--- config.mk ---
export PLATFORM = sky130hd
export DESIGN_NAME = cvt12_cfu_flat
export DESIGN_NICKNAME = d
export VERILOG_FILES = /design/src/rtl/cvt12_cfu_if.sv /design/src/rtl/cvt12_cfu.sv /design/src/flat_wrapper.sv
export SDC_FILE = /design/constraint.sdc
export NUM_CORES = 1
export LEC_CHECK = 0
export CAP_MARGIN = 10
export CORE_MARGIN = 10
export CORE_UTILIZATION = 45
export DETAILED_ROUTE_END_ITERATION = 7
export GPL_TIMING_DRIVEN = 0
export PLACE_DENSITY = 0.81
export SLEW_MARGIN = 20
export SYNTH_ARGS = -nofsm -noshare
export SYNTH_HDL_FRONTEND = slang
export SYNTH_SLANG_ARGS = --single-unit
--- constraint.sdc ---
create_clock -name clk -period 2.7 [get_ports clk]
set_input_delay 0.54 -clock clk [delete_from_list [all_inputs] [get_ports clk]]
set_output_delay 0.54 -clock clk [all_outputs]
set_load 0.005 [all_outputs]
--- src/rtl/cvt12_cfu_if.sv ---
// CFU-L2 request/response channel between an initiator and the cvt12 adapter.
// The initiator holds the master side; the adapter holds the slave side.
interface cvt12_cfu_if #(
    parameter int CFU_FUNC_ID_W  = 10,
    parameter int CFU_DATA_W     = 32,
    parameter int CFU_CFU_ID_W   = 1,
    parameter int CFU_STATE_ID_W = 1,
    parameter int CFU_STATUS_W   = 3
);
    logic                      req_valid;
    logic                      req_ready;
    logic [CFU_CFU_ID_W-1:0]   req_cfu;
    logic [CFU_STATE_ID_W-1:0] req_state;
    logic [CFU_FUNC_ID_W-1:0]  req_func;
    logic [CFU_DATA_W-1:0]     req_data0;
    logic [CFU_DATA_W-1:0]     req_data1;
    logic                      resp_valid;
    logic                      resp_ready;
    logic [CFU_STATUS_W-1:0]   resp_status;
    logic [CFU_DATA_W-1:0]     resp_data;

    modport master (
        output req_valid, req_cfu, req_state, req_func, req_data0, req_data1, resp_ready,
        input  req_ready, resp_valid, resp_status, resp_data
    );

    modport slave (
        input  req_valid, req_cfu, req_state, req_func, req_data0, req_data1, resp_ready,
        output req_ready, resp_valid, resp_status, resp_data
    );
endinterface

--- src/rtl/cvt12_cfu.sv ---
// CFU-L2 to CFU-L1 adapter: forwards requests to a fixed-latency subordinate and
// buffers its responses in a credit-protected FIFO so none is ever dropped.
module cvt12_cfu #(
    parameter int CFU_LATENCY    = 2,
    parameter int CFU_FUNC_ID_W  = 10,
    parameter int CFU_DATA_W     = 32,
    parameter int CFU_CFU_ID_W   = 1,
    parameter int CFU_STATE_ID_W = 1,
    parameter int CFU_STATUS_W   = 3,
    parameter int FIFO_DEPTH     = CFU_LATENCY + 2
) (
    input  logic                      clk,
    input  logic                      rst,
    input  logic                      clk_en,
    cvt12_cfu_if.slave                bus,
    output logic                      t_clk_en,
    output logic                      t_req_valid,
    output logic [CFU_CFU_ID_W-1:0]   t_req_cfu,
    output logic [CFU_STATE_ID_W-1:0] t_req_state,
    output logic [CFU_FUNC_ID_W-1:0]  t_req_func,
    output logic [CFU_DATA_W-1:0]     t_req_data0,
    output logic [CFU_DATA_W-1:0]     t_req_data1,
    input  logic                      t_resp_valid,
    input  logic [CFU_STATUS_W-1:0]   t_resp_status,
    input  logic [CFU_DATA_W-1:0]     t_resp_data
);
    localparam int CNT_W = $clog2(FIFO_DEPTH + 1);
    localparam int PTR_W = (FIFO_DEPTH > 1) ? $clog2(FIFO_DEPTH) : 1;
    localparam int ENT_W = CFU_STATUS_W + CFU_DATA_W;
    localparam logic [CNT_W-1:0] DEPTH_C = CNT_W'(FIFO_DEPTH);
    localparam logic [PTR_W-1:0] LAST_C  = PTR_W'(FIFO_DEPTH - 1);

    logic [CNT_W-1:0] count;
    logic [CNT_W-1:0] occ;
    logic [PTR_W-1:0] rd_ptr;
    logic [PTR_W-1:0] wr_ptr;
    logic [ENT_W-1:0] mem [FIFO_DEPTH];
    logic             issue;
    logic             wr;
    logic             wr_en;
    logic             pop;

    function automatic logic [PTR_W-1:0] ptr_inc(input logic [PTR_W-1:0] p);
        return (p == LAST_C) ? '0 : p + 1'b1;
    endfunction

    // Ready comes only from the registered credit count, never from resp_ready.
    assign bus.req_ready = clk_en & (count < DEPTH_C);
    assign issue         = bus.req_valid & bus.req_ready;

    assign t_clk_en    = clk_en;
    assign t_req_valid = issue;
    assign t_req_cfu   = bus.req_cfu;
    assign t_req_state = bus.req_state;
    assign t_req_func  = bus.req_func;
    assign t_req_data0 = bus.req_data0;
    assign t_req_data1 = bus.req_data1;

    assign bus.resp_valid                  = clk_en & (occ != '0);
    assign {bus.resp_status, bus.resp_data} = mem[rd_ptr];
    assign pop   = bus.resp_valid & bus.resp_ready;
    assign wr_en = wr & clk_en;

    // Issue delay line tracking when the subordinate's response is due.
    generate
        if (CFU_LATENCY == 0) begin : g_bypass
            assign wr = issue;
        end else begin : g_line
            logic [CFU_LATENCY-1:0] vld_line;
            always_ff @(posedge clk) begin
                if (rst) begin
                    vld_line <= '0;
                end else if (clk_en) begin
                    vld_line[0] <= issue;
                    for (int i = 1; i < CFU_LATENCY; i++) vld_line[i] <= vld_line[i-1];
                end
            end
            assign wr = vld_line[CFU_LATENCY-1];
        end
    endgenerate

    always_ff @(posedge clk) begin
        if (rst) begin
            count  <= '0;
            occ    <= '0;
            rd_ptr <= '0;
            wr_ptr <= '0;
        end else begin
            count <= count + CNT_W'(issue) - CNT_W'(pop);
            occ   <= occ + CNT_W'(wr_en) - CNT_W'(pop);
            if (wr_en) wr_ptr <= ptr_inc(wr_ptr);
            if (pop)   rd_ptr <= ptr_inc(rd_ptr);
        end
    end

    always_ff @(posedge clk) begin
        if (wr_en) mem[wr_ptr] <= {t_resp_status, t_resp_data};
    end

    a_sub_valid: assert property (@(posedge clk) disable iff (rst) t_resp_valid == wr);
    a_no_ovf:    assert property (@(posedge clk) disable iff (rst) !(wr_en && !pop && occ == DEPTH_C));
    a_credits:   assert property (@(posedge clk) disable iff (rst) (count <= DEPTH_C) && (occ <= count));
endmodule

--- src/flat_wrapper.sv ---
// flat-port wrapper written by rule: the top's interface ports become plain ports
module cvt12_cfu_flat 
#(
    parameter int CFU_LATENCY    = 2,
    parameter int CFU_FUNC_ID_W  = 10,
    parameter int CFU_DATA_W     = 32,
    parameter int CFU_CFU_ID_W   = 1,
    parameter int CFU_STATE_ID_W = 1,
    parameter int CFU_STATUS_W   = 3,
    parameter int FIFO_DEPTH     = CFU_LATENCY + 2
)
  (clk, rst, clk_en, t_clk_en, t_req_valid, t_req_cfu, t_req_state, t_req_func, t_req_data0, t_req_data1, t_resp_valid, t_resp_status, t_resp_data, bus_req_valid, bus_req_cfu, bus_req_state, bus_req_func, bus_req_data0, bus_req_data1, bus_resp_ready, bus_req_ready, bus_resp_valid, bus_resp_status, bus_resp_data);
  cvt12_cfu_if #(.CFU_FUNC_ID_W(CFU_FUNC_ID_W), .CFU_DATA_W(CFU_DATA_W), .CFU_CFU_ID_W(CFU_CFU_ID_W), .CFU_STATE_ID_W(CFU_STATE_ID_W), .CFU_STATUS_W(CFU_STATUS_W)) bus_i ();
  input  logic clk;
  input  logic rst;
  input  logic clk_en;
  output logic t_clk_en;
  output logic t_req_valid;
  output logic [CFU_CFU_ID_W-1:0] t_req_cfu;
  output logic [CFU_STATE_ID_W-1:0] t_req_state;
  output logic [CFU_FUNC_ID_W-1:0] t_req_func;
  output logic [CFU_DATA_W-1:0] t_req_data0;
  output logic [CFU_DATA_W-1:0] t_req_data1;
  input  logic t_resp_valid;
  input  logic [CFU_STATUS_W-1:0] t_resp_status;
  input  logic [CFU_DATA_W-1:0] t_resp_data;
  input wire logic [$bits(bus_i.req_valid)-1:0] bus_req_valid;
  input wire logic [$bits(bus_i.req_cfu)-1:0] bus_req_cfu;
  input wire logic [$bits(bus_i.req_state)-1:0] bus_req_state;
  input wire logic [$bits(bus_i.req_func)-1:0] bus_req_func;
  input wire logic [$bits(bus_i.req_data0)-1:0] bus_req_data0;
  input wire logic [$bits(bus_i.req_data1)-1:0] bus_req_data1;
  input wire logic [$bits(bus_i.resp_ready)-1:0] bus_resp_ready;
  output wire logic [$bits(bus_i.req_ready)-1:0] bus_req_ready;
  output wire logic [$bits(bus_i.resp_valid)-1:0] bus_resp_valid;
  output wire logic [$bits(bus_i.resp_status)-1:0] bus_resp_status;
  output wire logic [$bits(bus_i.resp_data)-1:0] bus_resp_data;
  assign bus_i.req_valid = bus_req_valid;
  assign bus_i.req_cfu = bus_req_cfu;
  assign bus_i.req_state = bus_req_state;
  assign bus_i.req_func = bus_req_func;
  assign bus_i.req_data0 = bus_req_data0;
  assign bus_i.req_data1 = bus_req_data1;
  assign bus_i.resp_ready = bus_resp_ready;
  assign bus_req_ready = bus_i.req_ready;
  assign bus_resp_valid = bus_i.resp_valid;
  assign bus_resp_status = bus_i.resp_status;
  assign bus_resp_data = bus_i.resp_data;
  cvt12_cfu #(.CFU_LATENCY(CFU_LATENCY), .CFU_FUNC_ID_W(CFU_FUNC_ID_W), .CFU_DATA_W(CFU_DATA_W), .CFU_CFU_ID_W(CFU_CFU_ID_W), .CFU_STATE_ID_W(CFU_STATE_ID_W), .CFU_STATUS_W(CFU_STATUS_W), .FIFO_DEPTH(FIFO_DEPTH)) u_core (.clk(clk), .rst(rst), .clk_en(clk_en), .bus(bus_i), .t_clk_en(t_clk_en), .t_req_valid(t_req_valid), .t_req_cfu(t_req_cfu), .t_req_state(t_req_state), .t_req_func(t_req_func), .t_req_data0(t_req_data0), .t_req_data1(t_req_data1), .t_resp_valid(t_resp_valid), .t_resp_status(t_resp_status), .t_resp_data(t_resp_data));
endmodule
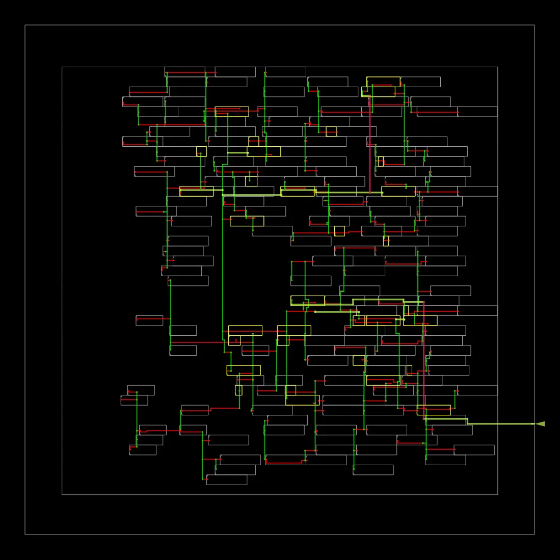
**Above:** run 1 (clock nets).
Latency at later pin: 420 ps
CLK BUF: 17
CTS Sinks: 154
Clk. pwr: 2070 µW
total CTS buffers: 17

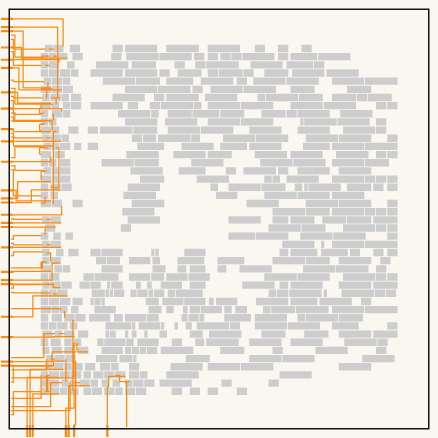
**Above:** run 1 (I/O nets highlighted).
Scale: 3 px per µm.
- t_req_data0: orange (bits 32; direction output; edge 25 west, 7 south; end cells 0; wire 1350 µm)

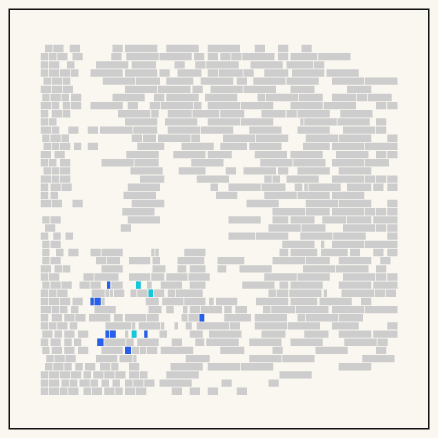
**Above:** run 1 (selected gate families).
Scale: 3 px per µm.
- NOR gates: blue (cells 9; where south-west)
- inverting AOI/OAI gates: cyan (cells 3)
most numerous logic cell after layout: clkdlybuf4s50_1
Comb/total area: 14.0%
Layout Cells excl Fill: 705

==> run summary, run 1 <==
run results: I/O pin total 232, Pins Over Slew Limit 0, Log Warnings 30, DP Wirelength 11300 µm, Setup crit start kind input pin, share of cells above drive strength 1 31.8%, Hold WC Path Type reg -> reg, Area leader share 65.6%, final hold viol count 0, pwr/cell area between 600 and 700 nW/µm², Max clock buf depth 2, Setup TNS 0 ps, Gate Count Post-Synth between 300 and 400, # hold bufs at CTS 0, CP arrival approximately 2100 ps, Floorplan Utilization between 40% and 50%, RSZ-0062 raised after global routing no, Post-synth top cells 140 x edfxtp_1, 77 x buf_4, 35 x mux4_2, 14 x dfxtp_1, 8 x ha_1, area leader, netlist edfxtp_1, Worst path most repeated cell clkdlybuf4s50_1, Tot GR Track Use between 10% and 20%, grt total ovfl 0, Iteration-0 DRC Markers roughly 120, actual slew at the worst max-slew pin around 460 ps, WS Path Type in -> out, CP max-delay cell clkdlybuf4s50_1, Final GP Congestion 0.779, Die Ht 139 µm, Seq cells post-synth about 150, Max Cap Viol 0, n_diodes 0, outcome complete, no violations, drt via density around 5, most frequent cell after synthesis edfxtp_1, Core Region 13900 µm²
run 1: flip-flops by register name, indices dropped and copies added (netlist names), named ones only:
name and cells:
u_core.count 3, u_core.rd_ptr 2, u_core.occ 3, u_core.wr_ptr 2
u_core.mem 140, u_core.g_line.vld_line 2
run 1: logic make-up (layout without fill, tap and decap cells):
family          after synthesis  after routing  synth area share, %
flops                       154            154                 70.0
xor+xnor                      3              3                0.859
compound gates                7              7                0.859
simple gates                 22             22                 2.05
fa+ha+maj                    10             10                 2.19
mux                          40             40                 13.2
buf+inv                      96            289                 10.8
run 1: metrics by stage:
stage / hold WS (ps) / cell area [µm²] / utilization [%] / std cells / setup slack (ps)
after detailed placement: 468 / 8260 / 59.3 / 670 / -121
after global placement: 458 / 8170 / 58.7 / 666 / -826
final: 489 / 8830 / 63.4 / 705 / 91.6
after floorplan: 449 / 6410 / - / 332 / 574
after global routing: 520 / 8830 / 63.4 / 705 / 6.33
after CTS: 479 / 8800 / 63.1 / 702 / 2.92
run 1: area by class of cell:
type                            count  share of cell area (%)
Buffer                             89                    7.80
Clock buffer                       17                    4.82
Clock inverter                     15                    1.15
Inverter                            7                   0.297
Multi-Input combinational cell     82                    14.0
Sequential cell                   154                    50.8
Tap cell                          180                    2.55
Timing Repair Buffer              161                    18.6
run 1: metal layers:
| layer | up-vias | track usage, % | routed length [µm] |
|---|---|---|---|
| met4 | 0 | 5.27 | 184 |
| met1 | 1699 | 16.0 | 5520 |
| met3 | 10 | 7.28 | 1350 |
| met5 | - | 0 | 0 |
| met2 | 170 | 26.2 | 7880 |
| li1 | 1558 | - | - |
run 1: worst paths after layout:
kind                                             endpoint  cells after the start                       from  slack, ps
worst max register to register              u_core.occ[2]                      9              u_core.occ[1]        600
worst min-delay path            u_core.g_line.vld_line[0]                      2  u_core.g_line.vld_line[0]        490
worst max-delay path                       bus_resp_valid                      4                     clk_en         90
worst min register to register  u_core.g_line.vld_line[0]                      2  u_core.g_line.vld_line[0]        490
run 1: repair_timing:
item | in CTS | in global routing
endpoints found under the hold margin | 0 | 0
setup endpoints to repair | 5 | 27
resized | 5 | 5
buffers inserted | 0 | 3
run 1: worst reg2reg max path, delay by kind of cell, from the launching register on:
family / cells / cell delay [ps]
AOI/OAI and AO/OA: 1 / 350
DFF: 1 / 350
adders and majority gates: 3 / 790
and+or+nand+nor: 1 / 40
xor gates and xnor gates: 1 / 210
buffers and inverters: 3 / 260
run 1: power breakdown:
group | switching [µW] | internal (µW)
combinational | 291 | 599
sequential | 29.9 | 2650
clock | 905 | 1170
total | 1230 | 4410
run 1: cells in the final DEF, fill, tap and decap left out, types with 4 or more instances in the layout:
| cell | instances |
|---|---|
| clkinvlp_4 | 5 |
| clkdlybuf4s50_1 | 153 |
| and3_2 | 4 |
| ha_1 | 8 |
| dfxtp_1 | 14 |
| buf_12 | 5 |
| clkinv_1 | 4 |
| clkbuf_16 | 17 |
| nor2b_1 | 4 |
| mux4_2 | 35 |
| buf_4 | 82 |
| inv_1 | 7 |
| edfxtp_1 | 140 |
| nor2_1 | 4 |
**Run 1: where the registers sit**

Scale: 3 px per µm. Other sequential cells in the stronger gray, the rest of the logic in the fainter gray.
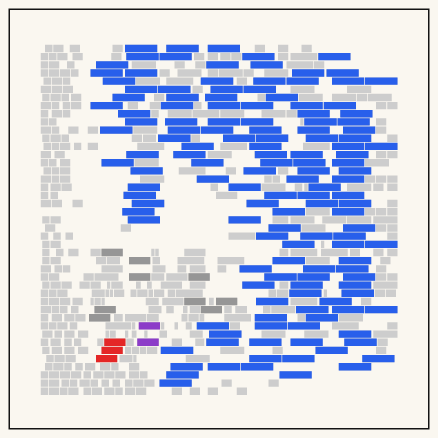

==> run 1 -> run 2 <==
--- a/config.mk
+++ b/config.mk
@@ -11,6 +11,7 @@
 export DETAILED_ROUTE_END_ITERATION = 7
 export GPL_TIMING_DRIVEN = 0
 export PLACE_DENSITY = 0.81
+export SETUP_SLACK_MARGIN = 0.5
 export SLEW_MARGIN = 20
 export SYNTH_ARGS = -nofsm -noshare
 export SYNTH_HDL_FRONTEND = slang
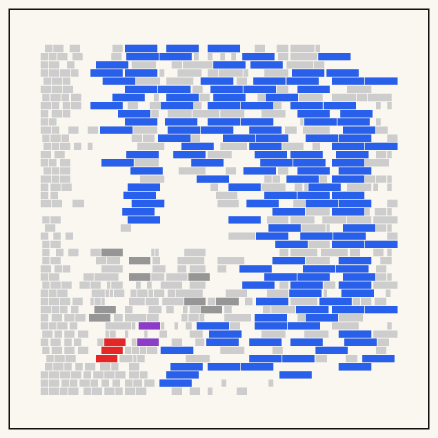
**Above:** run 2 (where the registers sit).
Scale: 3 px per µm. Other sequential cells in the stronger gray, the rest of the logic in the fainter gray.
- u_core.g_line.vld_line: purple (placed flops 2)
- u_core.mem: blue (placed flops 140)
- u_core.count: red (placed flops 3)
- not colored: 9
sequential cell area share: 50.2%
Sequential Area: 4490 µm²
final core utilization: 64.1%
sequential logic power: 2680 µW

==> run summary, run 2 <==
run results: Synth logic family multiplexers (unchanged), Seq cells post-synth 154 (unchanged), final hold viol count 0 (unchanged), met3 usage 7.32% (was 7.28%), CP max-delay cell mux4_2 (was clkdlybuf4s50_1), Core Region 13900 µm² (unchanged), Register-to-Register Setup Slack 620 ps (was 600 ps), Pins Over Slew Limit 0 (unchanged), Hold WC Path Type reg -> reg (unchanged), RR Endpoint u_core.occ[2] (unchanged), Max Cap Viol 0 (unchanged), biggest registers after layout u_core.mem x140, u_core.count x3, u_core.occ x3 (unchanged), actual slew at the worst max-slew pin 469 ps (was 457 ps), most numerous logic cells after layout 140 x edfxtp_1, 117 x clkdlybuf4s50_1, 89 x buf_4 (was 153 x clkdlybuf4s50_1, 140 x edfxtp_1, 82 x buf_4), Latency at later pin 410 ps (was 420 ps), Top Usage Layer GRT met2 (unchanged), met2 Usage GRT 27.1% (was 26.2%), Gate Count Post-Synth 332 (unchanged), RSZ-0062 raised after global routing yes (was no), area fraction in mux cells 13.2% (unchanged), area share of xor/xnor cells in the synthesized design 0.859% (unchanged), area leader, netlist edfxtp_1 (unchanged), CTS Sinks 154 (unchanged), WP depth 5 (was 4), Final GP Congestion 0.779 (unchanged), total CTS buffers 17 (unchanged), Post-synth top cells 140 x edfxtp_1, 77 x buf_4, 35 x mux4_2, 14 x dfxtp_1, 8 x ha_1 (unchanged), pwr/cell area 642 nW/µm² (was 638 nW/µm²), Die Ht 139 µm (unchanged), # hold bufs at CTS 0 (unchanged), CP arrival 1770 ps (was 2070 ps), most frequent cell after synthesis edfxtp_1 (unchanged), outcome complete, no violations (unchanged), Area leader share 65.6% (unchanged), Register-to-Register Path Depth 9 (unchanged), WS Path Type reg -> out (was in -> out), dpl ws -121 ps (unchanged), Reg with most FFs u_core.mem (unchanged), worst hold slack 480 ps (was 489 ps)
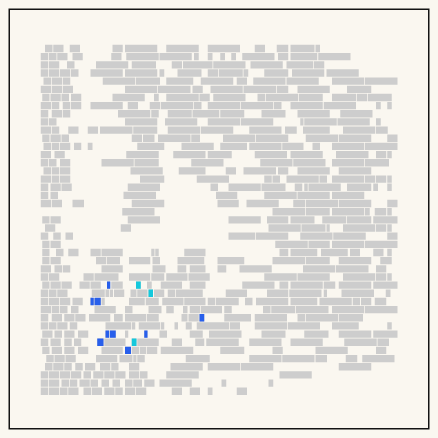
**Above:** run 2 (selected gate families).
Scale: 3 px per µm.
- NOR gates: blue (cells 9; where south-west)
- inverting AOI/OAI gates: cyan (cells 3)

run 2: cell types whose count changed in the layout (fill, tap and decap cells not counted), sizes merged:
| cell | change |
|---|---|
| dlygate4sd2 | +1 |
| clkdlybuf4s18 | +1 |
| dlymetal6s2s | -1 |
| clkbuf | +1 |
| clkdlybuf4s50 | -36 |
| buf | +49 |
run 2: worst reg2reg max path, stage by stage (launching register included):
cell and delay, ps:
dfxtp_1 350, o311a_1 350, buf_6 130, ha_1 290, inv_1 60, ha_1 130
inv_1 50, fa_1 360, xnor3_1 210, nor2_1 40
run 2: how the worst min path moves through the flow:
stage	startpoint	endpoint	cells past startpoint
3_3_place_gp	u_core.g_line.vld_line[0]	u_core.g_line.vld_line[0]	2
2_1_floorplan	u_core.g_line.vld_line[0]	u_core.g_line.vld_line[0]	2
5_1_grt	u_core.g_line.vld_line[0]	u_core.g_line.vld_line[0]	2
6_report	u_core.g_line.vld_line[0]	u_core.g_line.vld_line[0]	2
3_5_place_dp	u_core.g_line.vld_line[0]	u_core.g_line.vld_line[0]	2
4_1_cts	u_core.g_line.vld_line[0]	u_core.g_line.vld_line[0]	2
run 2: timing repair:
action / CTS / global route
endpoints found under the setup margin: 127 / 38
cloned: 1 / 0
buffers inserted: 15 / 2
resized: 163 / 12
run 2: stage by stage:
stage                     cell area (µm²)  power, µW  cells
final                                8930       5740    720
after global routing                 8930       5960    720
after CTS                            8900       5770    718
after detailed placement             8260       3620    670
after global placement               8170       3580    666
after floorplan                      6410       3180    332
run 2: cell type report:
type	count	share of cell area (%)
sequential	154	50.2
timing repair buffer	176	19.2
multi-input combinational	82	13.8
buffer	89	8.08
clock buffer	17	4.76
tap	180	2.52
clock inverter	15	1.13
inverter	7	0.294
run 2: power breakdown:
group | internal (µW) | leakage, µW | switching, µW | total [µW]
Sequential | 2650 | 0.00137 | 32.7 | 2680
Clock | 1170 | 0.000242 | 913 | 2080
Combinational | 657 | 0.00163 | 319 | 976
run 2: cell families (layout without fill, tap and decap cells):
family                     Yosys count  after routing
xor gates and xnor gates             3              3
DFF                                154            154
adders and majority gates           10             10
muxes                               40             40
AOI/OAI and AO/OA                    7              7
buffers and inverters               96            304
and+or+nand+nor                     22             22
run 2: routing by layer:
layer,wire length (µm),vias up
li1,-,1591
met1,5560,1738
met2,8060,164
met3,1430,15
met4,233,0
met5,0,-
Power and IR drop assume default switching activity.
